File: src/rtl/decode_fetch_ctrl.sv
// rtl/decode_fetch_ctrl.sv - decode-to-fetch feedback: stall, flush, redirect and halt control
// Mealy outputs from state plus current inputs; stall_cnt counts fetch-stalled cycles outside HALT.
module decode_fetch_ctrl #(
  parameter int LU_STALL_CYC = 2,
  parameter int CNT_W        = 16
) (
  input  logic             clk,
  input  logic             rst,
  input  logic             fd_valid,
  input  logic [2:0]       dec_rs,
  input  logic             dec_rs_used,
  input  logic [2:0]       dec_rt,
  input  logic             dec_rt_used,
  input  logic [2:0]       idex_rd,
  input  logic             idex_is_load,
  input  logic             idex_valid,
  input  logic             br_taken,
  input  logic [15:0]      br_target,
  input  logic             dec_halt,
  input  logic             imem_stall,
  output logic             pc_we,
  output logic             fd_we,
  output logic             fd_flush,
  output logic             idex_bubble,
  output logic             redirect_valid,
  output logic [15:0]      redirect_pc,
  output logic             halted,
  output logic [CNT_W-1:0] stall_cnt
);

  localparam int LU_W = (LU_STALL_CYC > 1) ? $clog2(LU_STALL_CYC) : 1;
  localparam logic [LU_W-1:0] LU_LOAD = LU_W'(LU_STALL_CYC - 1);
  localparam bit LU_MULTI = (LU_STALL_CYC > 1);

  typedef enum logic [1:0] {
    S_RUN,
    S_LU_STALL,
    S_REDIR_PEND,
    S_HALT
  } state_t;

  state_t           state_q, state_d;
  logic [LU_W-1:0]  lu_cnt_q, lu_cnt_d;
  logic [15:0]      redir_pc_q, redir_pc_d;
  logic [CNT_W-1:0] stall_cnt_q, stall_cnt_d;
  logic             hazard;

  always_comb begin
    hazard = fd_valid & idex_valid & idex_is_load &
             ((dec_rs_used & (dec_rs == idex_rd)) | (dec_rt_used & (dec_rt == idex_rd)));

    state_d        = state_q;
    lu_cnt_d       = lu_cnt_q;
    redir_pc_d     = redir_pc_q;
    pc_we          = 1'b1;
    fd_we          = 1'b1;
    fd_flush       = 1'b0;
    idex_bubble    = 1'b0;
    redirect_valid = 1'b0;
    redirect_pc    = br_target;

    case (state_q)
      S_RUN: begin
        if (fd_valid && dec_halt) begin
          pc_we    = 1'b0;
          fd_flush = 1'b1;
          state_d  = S_HALT;
        end else if (hazard) begin
          pc_we       = 1'b0;
          fd_we       = 1'b0;
          idex_bubble = 1'b1;
          if (LU_MULTI) begin
            lu_cnt_d = LU_LOAD;
            state_d  = S_LU_STALL;
          end
        end else if (fd_valid && br_taken && !imem_stall) begin
          redirect_valid = 1'b1;
          fd_flush       = 1'b1;
        end else if (fd_valid && br_taken) begin
          // Fetch is still busy; remember the target and fire once imem returns.
          redir_pc_d = br_target;
          pc_we      = 1'b0;
          fd_flush   = 1'b1;
          state_d    = S_REDIR_PEND;
        end else if (imem_stall) begin
          pc_we    = 1'b0;
          fd_flush = 1'b1;
        end
      end
      S_LU_STALL: begin
        pc_we       = 1'b0;
        fd_we       = 1'b0;
        idex_bubble = 1'b1;
        lu_cnt_d    = lu_cnt_q - 1'b1;
        if (lu_cnt_q <= LU_W'(1)) begin
          state_d = S_RUN;
        end
      end
      S_REDIR_PEND: begin
        fd_flush    = 1'b1;
        redirect_pc = redir_pc_q;
        if (imem_stall) begin
          pc_we = 1'b0;
        end else begin
          redirect_valid = 1'b1;
          state_d        = S_RUN;
        end
      end
      S_HALT: begin
        pc_we    = 1'b0;
        fd_flush = 1'b1;
      end
      default: state_d = S_RUN;
    endcase

    if (rst) begin
      pc_we          = 1'b0;
      fd_we          = 1'b1;
      fd_flush       = 1'b1;
      idex_bubble    = 1'b1;
      redirect_valid = 1'b0;
    end

    stall_cnt_d = stall_cnt_q;
    if (!pc_we && (state_q != S_HALT) && (stall_cnt_q != {CNT_W{1'b1}})) begin
      stall_cnt_d = stall_cnt_q + 1'b1;
    end
  end

  always_ff @(posedge clk or posedge rst) begin
    if (rst) begin
      state_q     <= S_RUN;
      lu_cnt_q    <= '0;
      redir_pc_q  <= '0;
      stall_cnt_q <= '0;
    end else begin
      state_q     <= state_d;
      lu_cnt_q    <= lu_cnt_d;
      redir_pc_q  <= redir_pc_d;
      stall_cnt_q <= stall_cnt_d;
    end
  end

  assign halted    = (state_q == S_HALT);
  assign stall_cnt = stall_cnt_q;

endmodule

File: config.mk
export PLATFORM = sky130hd
export DESIGN_NAME = decode_fetch_ctrl
export DESIGN_NICKNAME = d
export VERILOG_FILES = /design/src/rtl/decode_fetch_ctrl.sv
export SDC_FILE = /design/constraint.sdc
export NUM_CORES = 1
export LEC_CHECK = 0
export CAP_MARGIN = 20
export CORE_ASPECT_RATIO = 0.75
export CORE_MARGIN = 1
export CORE_UTILIZATION = 50
export DETAILED_ROUTE_END_ITERATION = 8
export DONT_BUFFER_PORTS = 1
export GPL_TIMING_DRIVEN = 0
export PLACE_DENSITY_LB_ADDON = 0.05
export RECOVER_POWER = 100
export SKIP_CTS_REPAIR_TIMING = 1
export SYNTH_ARGS = -nofsm -noshare
export SYNTH_HDL_FRONTEND = slang
export SYNTH_SLANG_ARGS = --single-unit
File: constraint.sdc
create_clock -name clk -period 3.7 [get_ports clk]
set_input_delay 0.555 -clock clk [delete_from_list [all_inputs] [get_ports clk]]
set_output_delay 0.555 -clock clk [all_outputs]
set_load 0.01 [all_outputs]
Run 1, track usage over the die:
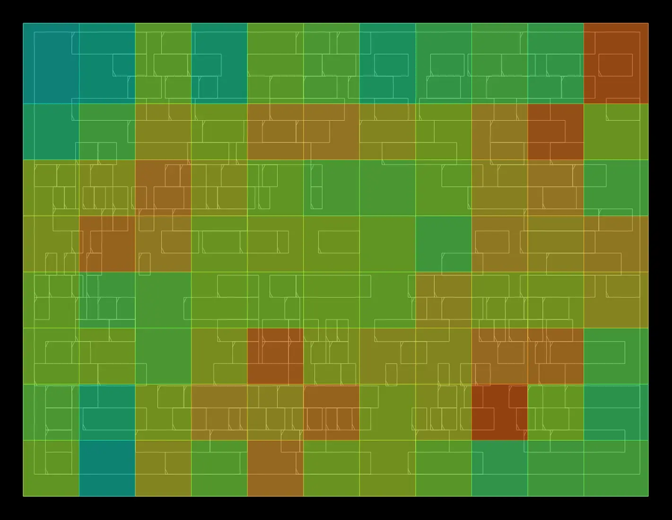
post-layout util: 54.1%
GR peak layer: met2
global-route total usage across every layer: 19.8%

Run 1, where the registers sit:
Scale: 6 px per um. Other sequential cells in the stronger grey, the rest of the logic in the fainter grey.
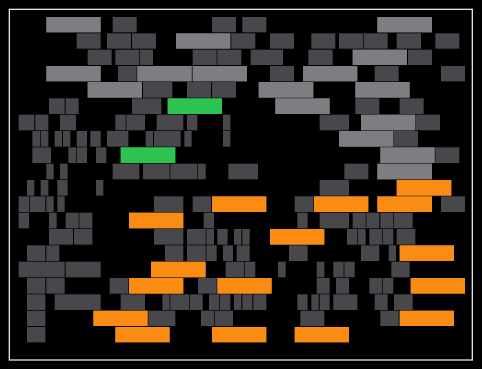
Key: green = state_q [flops 2]; orange = stall_cnt [flops 16]
Another 16 sequential cells are not coloured.

Run 1, metal 3:
Scale: 4 px per um. Cells faint in the background.
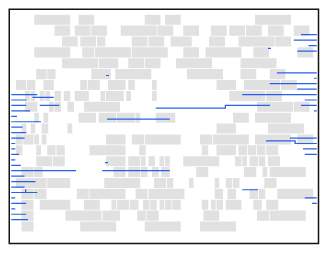
The wires run mostly horizontal. The longest straight run is 18.3 um. 47 nets have wire on it.

==> out/results.tsv, run 1 <==
metric	value	unit
status	finished clean	
I/O pins	73	
number of synthesized register bits	34	
DR DRC count	0	
ranking of synthesized cells by instance count	sky130_fd_sc_hd__dfrtp_1, sky130_fd_sc_hd__mux2_2, sky130_fd_sc_hd__xnor2_1	
# clock sinks	34	
Worst Path Class, Setup	reg -> reg	
final sequential cell count	34	
fraction of met3 tracks used by global routing	5.04	%
Cell Int Power	0.944	mW
die footprint	4480	um^2
antenna violation net count after detailed routing	0	
wire length on met1	2.00	mm
basic-gate share of the synthesized area counting and, or, nand and nor cells	16.2	%
XOR/XNOR share of the synthesized area	7.90	%
yosys cell count	181	
clock transition time at the flip-flop clock pins of the worst setup and hold paths	60	ps
non-filler instance count after layout	245	
global route overflow	0	
Max-area cell class	multi-input combinational cells	
pin count of the biggest net entering global routing	23	
Mapped Area	2110	um^2
initial antenna violation count	0	
die span in x	76.9	um
PD cells	682	nW/um^2
multiplexer share of the synthesized area	21.0	%
post-route clock skew	3.76	ps
number of logic stages on the critical path including buffering	7	
Adder Area Share	3.57	%
number of multi-input combinational cells	136	
yosys-reported design area after synthesis	2110	um^2
post-layout min period	2980	ps
Crit. End Element	flip-flop	
area share of buffers outside the clock network	1.20	%
Final Routed Wirelength	4.14	mm
Avg Synthesized Cell Area	11.6	um^2
wire length on met3	257	um
share of final-layout standard cells stronger than drive strength 1	11.6	%
Cell Chain, Critical Path	inv_1, ha_1, and2b_1, nand3_1, nor3b_1, clkbuf_1, mux2_1	
Setup WS post-layout	724	ps
Run 1, met1 routing:
Scale: 8 px per um. Supply wires on this layer in grey. Cells faint in the background.
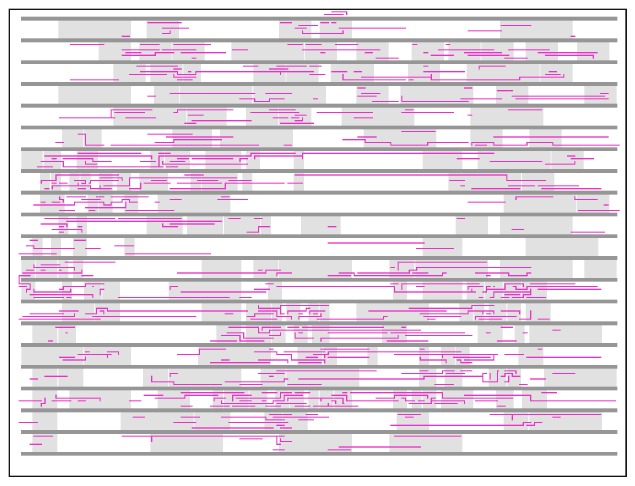

==> run 2: changes to the inputs <==
Clock period 3.7 ns to 2.7 ns, I/O delays scaled along.
Run 2, met1 routing:
Scale: 8 px per um. Supply wires on this layer in grey. Cells faint in the background.
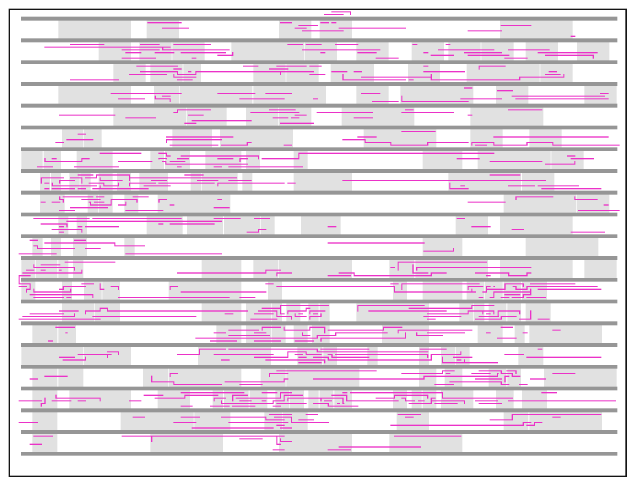
The longest straight run is 25.3 um. 205 nets have wire on it. The layer carries 1960 um of wire. The layer holds 48% of the routed length.

Run 2, metal 3:
Scale: 4 px per um. Cells faint in the background.
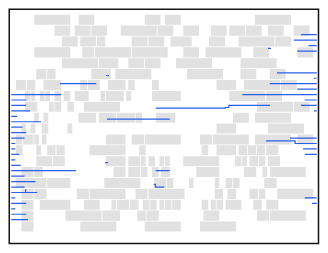
The layer holds 6.0% of the routed length. 46 nets have wire on it.

==> run 2 against run 1 <==
  * Total power up 38%
  * Clock skew up 0.92 ps
  * Sequential share of layout area down 0.55 points
  * Die size unchanged
  * Critical path depth down 2
  * Worst hold slack worse by 150 ps
  * Combinational power up 39%
  * Design area up 1.4%
  * Register-to-register slack worse by 430 ps
  * Clock-buffer cell count unchanged
  * Utilization up 0.77 points
  * Via count down 0.21%
  * Largest power group unchanged
  * Highest routed layer unchanged
==> out/results.tsv, run 2 <==
metric	value	unit
share of final-layout standard cells stronger than drive strength 1	14.2	%
proportion of synthesized chip area in sequential cells	40.4	%
CP Launch Type	flip-flop	
Setup WS post-layout	275	ps
worst path buffer plus inverter count	3	
first-iteration detailed-routing DRC count	52	
Cell Chain, Critical Path	inv_1, ha_1, clkbuf_2, clkbuf_2, mux2_1	
Dominant combinational family	multiplexers	
clk cell area share	4.95	%
yosys-reported design area after synthesis	2110	um^2
GR peak layer	met2	
placement-stage cell area	2200	um^2
Sw Pwr	0.758	mW
worst-case register-to-register setup slack	290	ps
capture point of the critical path	redirect_pc[8]	
Port Buffers	0	
antenna violation net count after detailed routing	0	
DR DRC count	0	
final number of setup-violating endpoints	0	
multi-input logic portion of the cell area	50.8	%
Area contributors post-synth	sky130_fd_sc_hd__dfrtp_1, sky130_fd_sc_hd__mux2_2, sky130_fd_sc_hd__xnor2_1	
Worst Path Class, Setup	reg -> out	
deepest clock path buffer count	2	
smallest hold slack	50.7	ps
warnings from Yosys	0	
number of multi-input combinational cells	136	
non-filler instance count after layout	245	
clock buffer count from CTS	5	
top contributor to total power	sequential cells	
type of the worst min-delay path	in -> async	
# clock sinks	34	
Adder Area Share	3.57	%
register fraction of the total cell area	38.3	%
startpoint of the most critical register-to-register path	state_q[0]	
multiplexer share of the synthesized area	21.0	%
status	finished clean	
TNS Setup	0	ps
pin count of the biggest net entering global routing	23	
FP Core Util	51.9	%
vias in the first global route	1452	
Cell Int Power	1.30	mW
post-layout min period	2430	ps
number of synthesized register bits	34	
XOR/XNOR share of the synthesized area	7.90	%
number of hold-slack violations in the final timing report	0	
fraction of met3 tracks used by global routing	5.04	%
Most common reg cell	sky130_fd_sc_hd__dfrtp_1	
global route overflow	0	
reported combinational group power	0.766	mW
number of logic stages on the critical path including buffering	5	
core footprint	4050	um^2
NumNets Final	230	
Crit. End Element	output pin	
area of all placed cells without fillers	2220	um^2
PD cells	926	nW/um^2
final sequential cell count	34	
die footprint	4480	um^2
portion of total power attributed to the clock network	20.8	%
clock transition time at the flip-flop clock pins of the worst setup and hold paths	60	ps
Slew Limit Fails	0	
OpenROAD warning count	30	
antenna diode count	0	
die span in x	76.9	um
post-route clock skew	4.68	ps
gate count after technology mapping	181	
ranking of synthesized cells by instance count	sky130_fd_sc_hd__dfrtp_1, sky130_fd_sc_hd__mux2_2, sky130_fd_sc_hd__xnor2_1	
area share of buffers outside the clock network	2.03	%
delay of the slowest cell on the worst path	450	ps
yosys cell count	181	
global-route total usage across every layer	19.8	%
global-route wire length before repair	6.85	mm
Max VDD drop	347	uV
area share of the largest cell type after synthesis	40.4	%
Mapped Area	2110	um^2
I/O pins	73	
wire length on met3	248	um
TAP cells	55	
post-layout util	54.8	%
tally of filler cells in the layout	373	
initial antenna violation count	0	
number of ordinary and repair buffers in the finished layout	7	
Avg Synthesized Cell Area	11.6	um^2
basic-gate share of the synthesized area counting and, or, nand and nor cells	16.2	%
wire length on met1	1.96	mm
worst setup path startpoint	state_q[0]	
Max-area cell class	multi-input combinational cells	
Final Routed Wirelength	4.12	mm
Run 2, where the registers sit:
Scale: 6 px per um. Other sequential cells in the stronger grey, the rest of the logic in the fainter grey.
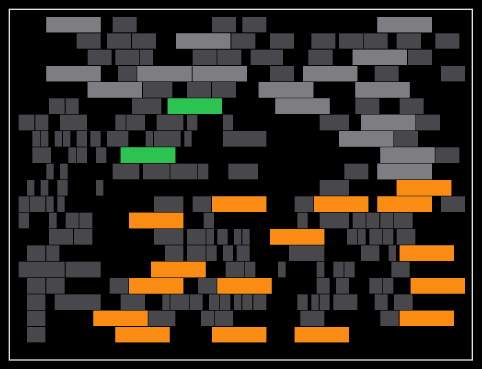

==> run 3: changes to the inputs <==
Settings changed: PLACE_DENSITY from default to 0.78, PLACE_DENSITY_LB_ADDON 0.05 to default.
Run 3, where the registers sit:
Scale: 6 px per um. Other sequential cells in the stronger grey, the rest of the logic in the fainter grey.
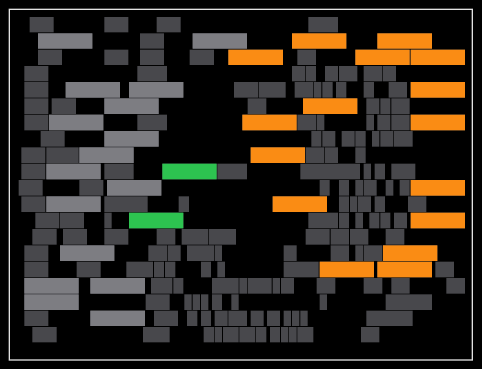
Key: orange = stall_cnt [flops 16]; green = state_q [flops 2]
Another 16 sequential cells are not coloured.

==> run 3 against run 2 <==
  * Global-route usage decreased by 0.94 points
  * Clock-buffer cell count decreased by 1
  * Combinational power decreased by 3%
  * Design area decreased by 0.34%
  * Final cell count unchanged
  * Register-to-register slack improved by 90 ps
  * Die size unchanged
  * Clock power decreased by 12%
  * Setup slack improved by 20 ps
  * Maximum frequency increased by 0.84%
  * Highest routed layer unchanged
==> out/results.tsv, run 3 <==
metric	value	unit
antenna diode count	0	
TNS Setup	0	ps
TAP cells	55	
wire length on met1	1.73	mm
area of all placed cells without fillers	2220	um^2
status	finished clean	
Max VDD drop	558	uV
Cell Int Power	1.25	mW
final sequential cell count	34	
overall power after layout	1.99	mW
met2 track demand over resource	29.5	%
OpenROAD warning count	30	
Area contributors post-synth	sky130_fd_sc_hd__dfrtp_1, sky130_fd_sc_hd__mux2_2, sky130_fd_sc_hd__xnor2_1	
worst-case register-to-register setup slack	380	ps
capture point of the critical path	redirect_pc[6]	
Worst Path Class, Setup	reg -> out	
Cell Chain, Critical Path	inv_1, ha_1, clkbuf_2, clkbuf_2, mux2_1	
reported combinational group power	0.746	mW
gate count after technology mapping	181	
warnings from Yosys	0	
NumNets Final	230	
global-route wire length before repair	6.53	mm
non-filler instance count after layout	245	
GR peak layer	met2	
pin count of the biggest net entering global routing	19	
first-iteration detailed-routing DRC count	55	
worst path buffer plus inverter count	3	
Most common reg cell	sky130_fd_sc_hd__dfrtp_1	
Avg Synthesized Cell Area	11.6	um^2
Slew Limit Headroom	36.9	%
top contributor to total power	sequential cells	
Crit. End Element	output pin	
FP Core Util	51.9	%
die footprint	4480	um^2
share of synthesized registers carrying an async set or reset	100	%
portion of total power attributed to the clock network	19.0	%
PD cells	900	nW/um^2
proportion of power drawn by combinational gates	37.4	%
number of synthesized register bits	34	
basic-gate share of the synthesized area counting and, or, nand and nor cells	16.2	%
number of logic stages on the critical path including buffering	5	
die span in x	76.9	um
yosys-reported design area after synthesis	2110	um^2
number of ordinary and repair buffers in the finished layout	7	
delay of the slowest cell on the worst path	440	ps
register fraction of the total cell area	38.4	%
DR DRC count	0	
# clock sinks	34	
placement-stage cell area	2200	um^2
startpoint of the most critical register-to-register path	state_q[0]	
post-route clock skew	4.10	ps
Final Routed Wirelength	3.90	mm
Mapped Area	2110	um^2
multi-input logic portion of the cell area	51.5	%
area share of buffers outside the clock network	2.03	%
Port Buffers	0	
type of the worst min-delay path	in -> async	
core footprint	4050	um^2
ranking of synthesized cells by instance count	sky130_fd_sc_hd__dfrtp_1, sky130_fd_sc_hd__mux2_2, sky130_fd_sc_hd__xnor2_1	
worst setup path startpoint	state_q[0]	
global-route total usage across every layer	18.9	%
Slew Limit Fails	0	
clock transition time at the flip-flop clock pins of the worst setup and hold paths	60	ps
vias in the first global route	1368	
clk cell area share	4.12	%
global route overflow	0	
Adder Area Share	3.57	%
post-layout util	54.7	%
share of final-layout standard cells stronger than drive strength 1	13.7	%
deepest clock path buffer count	2	
clock buffer count from CTS	5	
antenna violation net count after detailed routing	0	
Setup WS post-layout	295	ps
smallest hold slack	107	ps
final number of setup-violating endpoints	0	
wire length on met3	333	um
CP Launch Type	flip-flop	
Run 3, metal 3:
Scale: 4 px per um. Cells faint in the background.
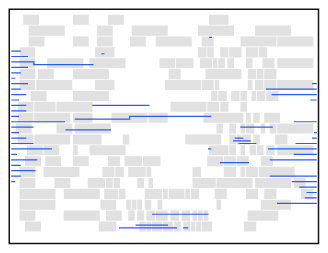
52 nets have wire on it. The wires run mostly horizontal.

No activity file was given, so power comes from the tool's default toggle rates.
